`config.mk`:
```
export PLATFORM = sky130hd
export DESIGN_NAME = instr_sequencer
export DESIGN_NICKNAME = d
export VERILOG_FILES = /design/src/rtl/core_pkg.sv /design/src/rtl/instr_sequencer.sv
export SDC_FILE = /design/constraint.sdc
export NUM_CORES = 1
export LEC_CHECK = 0
export CAP_MARGIN = 5
export CELL_PAD_IN_SITES_DETAIL_PLACEMENT = 2
export CELL_PAD_IN_SITES_GLOBAL_PLACEMENT = 2
export CORE_MARGIN = 4
export CORE_UTILIZATION = 28
export DETAILED_ROUTE_END_ITERATION = 7
export HOLD_SLACK_MARGIN = 0.02
export PLACE_DENSITY = 0.81
export SYNTH_ARGS = -nofsm -noshare
export SYNTH_HDL_FRONTEND = slang
export SYNTH_SLANG_ARGS = --single-unit
```
`constraint.sdc`:
```
create_clock -name clk -period 2.78 [get_ports clk]
set_input_delay 0.417 -clock clk [delete_from_list [all_inputs] [get_ports clk]]
set_output_delay 0.417 -clock clk [all_outputs]
set_load 0.05 [all_outputs]
```
`src/rtl/core_pkg.sv`:
```
// Shared definitions for the SIMD core array: instruction width, the NOP
// encoding broadcast in idle slots, and the program sequencer state type.
package core_pkg;

    localparam int INSTRUCTION_WIDTH = 15;

    // bit0=0, op[5:1]=5'b10100: unused register-op code, no side effects on the core
    localparam logic [14:0] NOP_INSTR = 15'h0028;

    // Condition-suffix codes used by benches and the assembler
    localparam logic [3:0] COND_AL = 4'b1010;
    localparam logic [3:0] COND_NV = 4'b1011;

    typedef enum logic [2:0] {
        IDLE,
        FETCH,
        RUN,
        TAIL,
        WAIT_SYNC
    } seq_state_t;

endpackage

```
`src/rtl/instr_sequencer.sv`:
```
// Program sequencer: streams a program from synchronous instruction memory onto
// the shared instruction bus and hands core RAM to the host only while idle.
module instr_sequencer #(
    parameter int INSTRUCTION_WIDTH = core_pkg::INSTRUCTION_WIDTH,
    parameter int PC_WIDTH          = 10
) (
    input  logic                         clk,
    input  logic                         reset,
    input  logic                         start,
    input  logic [PC_WIDTH-1:0]          program_len,
    input  logic                         loop_en,
    input  logic                         stop,
    input  logic                         frame_sync,
    output logic [PC_WIDTH-1:0]          imem_addr,
    input  logic [INSTRUCTION_WIDTH-1:0] imem_rdata,
    output logic [INSTRUCTION_WIDTH-1:0] instruction,
    output logic                         cpen,
    output logic                         busy,
    output logic                         done
);
    import core_pkg::*;

    localparam logic [INSTRUCTION_WIDTH-1:0] NOP = INSTRUCTION_WIDTH'(NOP_INSTR);
    localparam logic [PC_WIDTH-1:0]          PC_ONE = PC_WIDTH'(1);

    seq_state_t                   state, state_next;
    logic [PC_WIDTH-1:0]          pc, pc_next;
    logic [PC_WIDTH-1:0]          issued, issued_next;
    logic [PC_WIDTH-1:0]          len_q, len_next;
    logic                         loop_q, loop_next;
    logic                         go_q, go_next;
    logic [INSTRUCTION_WIDTH-1:0] instr_next;
    logic                         done_next;

    // A launch (start or frame_sync) is registered in go_q for one cycle
    // before FETCH, giving word0 on the bus three edges after the trigger.
    always_comb begin
        state_next  = state;
        pc_next     = pc;
        issued_next = issued;
        len_next    = len_q;
        loop_next   = loop_q;
        go_next     = 1'b0;
        instr_next  = NOP;
        done_next   = 1'b0;

        if (stop) begin
            state_next = IDLE;
            pc_next    = '0;
        end else begin
            case (state)
                IDLE: begin
                    pc_next = '0;
                    if (go_q) begin
                        state_next = FETCH;
                    end else if (start) begin
                        if (program_len == '0) begin
                            done_next = 1'b1;
                        end else begin
                            go_next   = 1'b1;
                            len_next  = program_len;
                            loop_next = loop_en;
                        end
                    end
                end
                FETCH: begin
                    pc_next     = PC_ONE;
                    issued_next = '0;
                    state_next  = RUN;
                end
                RUN: begin
                    instr_next  = imem_rdata;
                    issued_next = issued + PC_ONE;
                    // pc holds on the last issue so it never wraps past 2^PC_WIDTH-1
                    if (issued == len_q - PC_ONE) begin
                        state_next = TAIL;
                    end else begin
                        pc_next = pc + PC_ONE;
                    end
                end
                TAIL: begin
                    done_next  = 1'b1;
                    pc_next    = '0;
                    state_next = loop_q ? WAIT_SYNC : IDLE;
                end
                WAIT_SYNC: begin
                    if (go_q) begin
                        state_next = FETCH;
                    end else if (frame_sync) begin
                        go_next = 1'b1;
                    end
                end
                default: begin
                    state_next = IDLE;
                    pc_next    = '0;
                end
            endcase
        end
    end

    always_ff @(posedge clk) begin
        if (reset) begin
            state       <= IDLE;
            pc          <= '0;
            go_q        <= 1'b0;
            instruction <= NOP;
            cpen        <= 1'b1;
            done        <= 1'b0;
        end else begin
            state       <= state_next;
            pc          <= pc_next;
            go_q        <= go_next;
            instruction <= instr_next;
            cpen        <= (state_next == IDLE);
            done        <= done_next;
        end
    end

    always_ff @(posedge clk) begin
        issued <= issued_next;
        len_q  <= len_next;
        loop_q <= loop_next;
    end

    assign imem_addr = pc;
    assign busy      = (state != IDLE);

endmodule

```
### Clock distribution

Scale: 6 px per um.
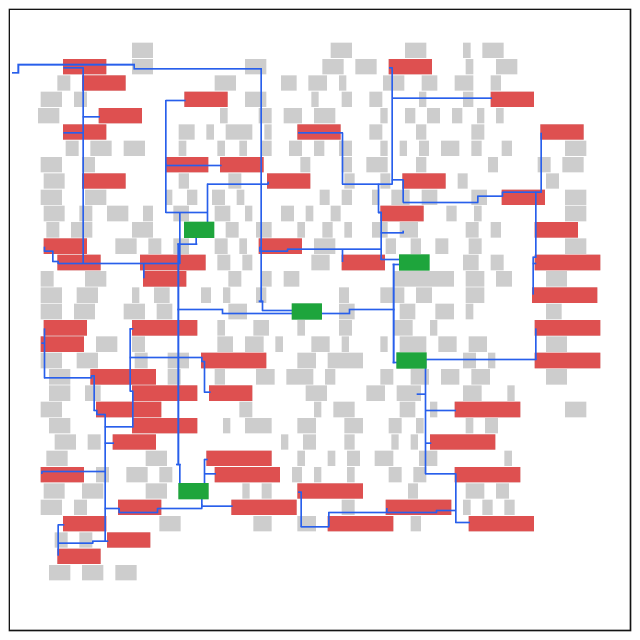
legend:
  clock wires:
    color: blue
    length: 746 um
  flip-flops:
    color: red
    count: 52
  cells driving clock nets:
    color: green
    count: 5
routed clock nets: 6

### Placement density heat map

Scale: 3 px per um. The die is cut into 10 by 10 equal tiles; white is low, dark blue is high, 0 to 100% covered.
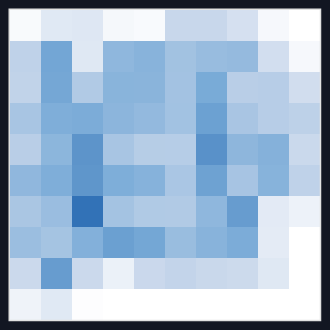
densest ninth of the die: middle left
mean over tiles: 30%
emptiest ninth of the die: lower right
fullest tile: 73%
Pre-Place Util: 29.0%
CORE AREA: 8760 sq um

### Routing congestion map

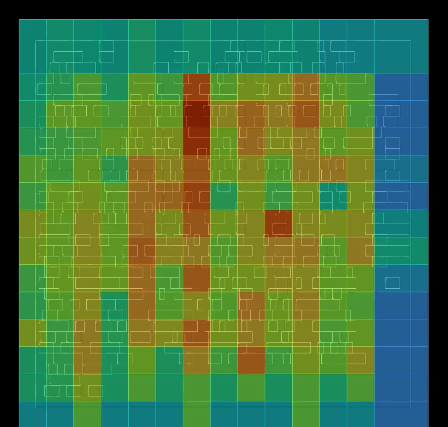
final core occ: 38.5%
WL/cell: 18.0 um
GR peak layer: met2
GRT Total Usage: 15.4%
GR Layer Usage met2: 25.7%

### Floorplan with the power grid

Scale: 4 px per um. Pins as bars on the die edge.
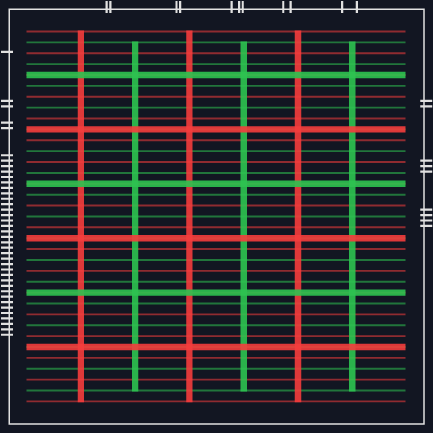
legend:
  VDD:
    color: green
  VSS:
    color: red
signal pins: 59
met4 straps: 6

### Routed metal, one color a layer

Scale: 6 px per um. Two of the layers only.
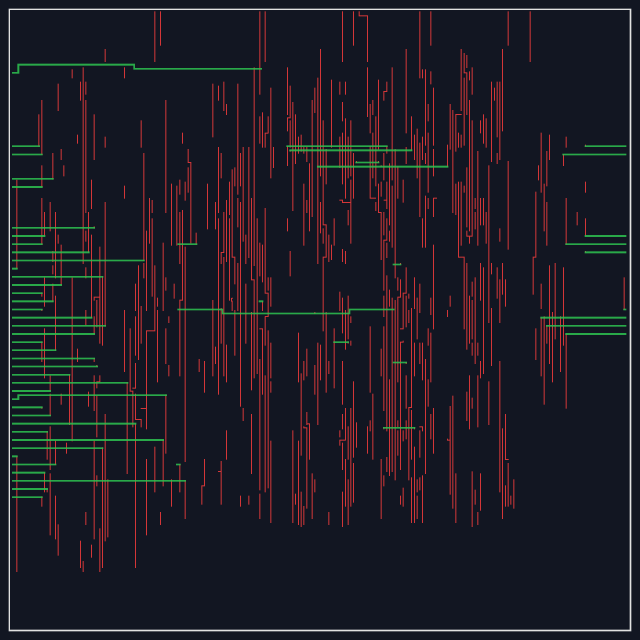
legend:
  met3:
    color: green
    wire_length: 626 um
  met2:
    color: red
    wire_length: 3700 um

==> run summary <==
Status: finished clean
Post-synth EDFFs: 21
Crit. End Element: flip-flop
DRT iter0 DRCs: 58
Cells after Synth: 263
Final WS setup: 187 ps
Hold/Removal Path Class: reg -> reg
Area share, top type: 24.8%
CP arrival: 2810 ps
Sequential fraction of the synthesis area: 49.2%
DR pass1 iterations: 5
Cts hold-fix bufs: 0
Worst-Margin Slew: 701 ps
Synth Area in Simple Gates: 27.2%
Critical Path Fanout Max: 9
Critical path class: reg -> reg
WP depth: 8
Final ANT Viol Nets: 0
Routed wl met2: 3700 um
Layout cells sized above 1: 8.59%
==> report_power, final <==
group / internal [mW] / switching, mW / leakage (nW)
clock: 0.186 / 0.288 / 0.0463
combinational: 0.0579 / 0.0490 / 0.647
sequential: 0.802 / 0.0138 / 0.446
total: 1.05 / 0.351 / 1.14
==> stage by stage <==
stage	hold slack, ps	util [%]	cells
final	519	38.5	434
after global routing	578	38.5	434
after CTS	528	38.3	434
after detailed placement	513	37.2	426
after global placement	499	37.2	426
after floorplan	464	-	263
==> layout by cell type (no fill, tap or decap), types with 8 or more instances in the layout <==
cell             instances
xor2_1                   9
nand3_1                 13
nand2_1                 24
and2_1                  16
nor2_1                  21
o21ai_0                 12
dfxtp_1                 31
nor3_1                   8
edfxtp_1                21
a21oi_1                 10
clkdlybuf4s50_1         58
Power figures rest on the tool's default switching activity, not on a simulated workload.
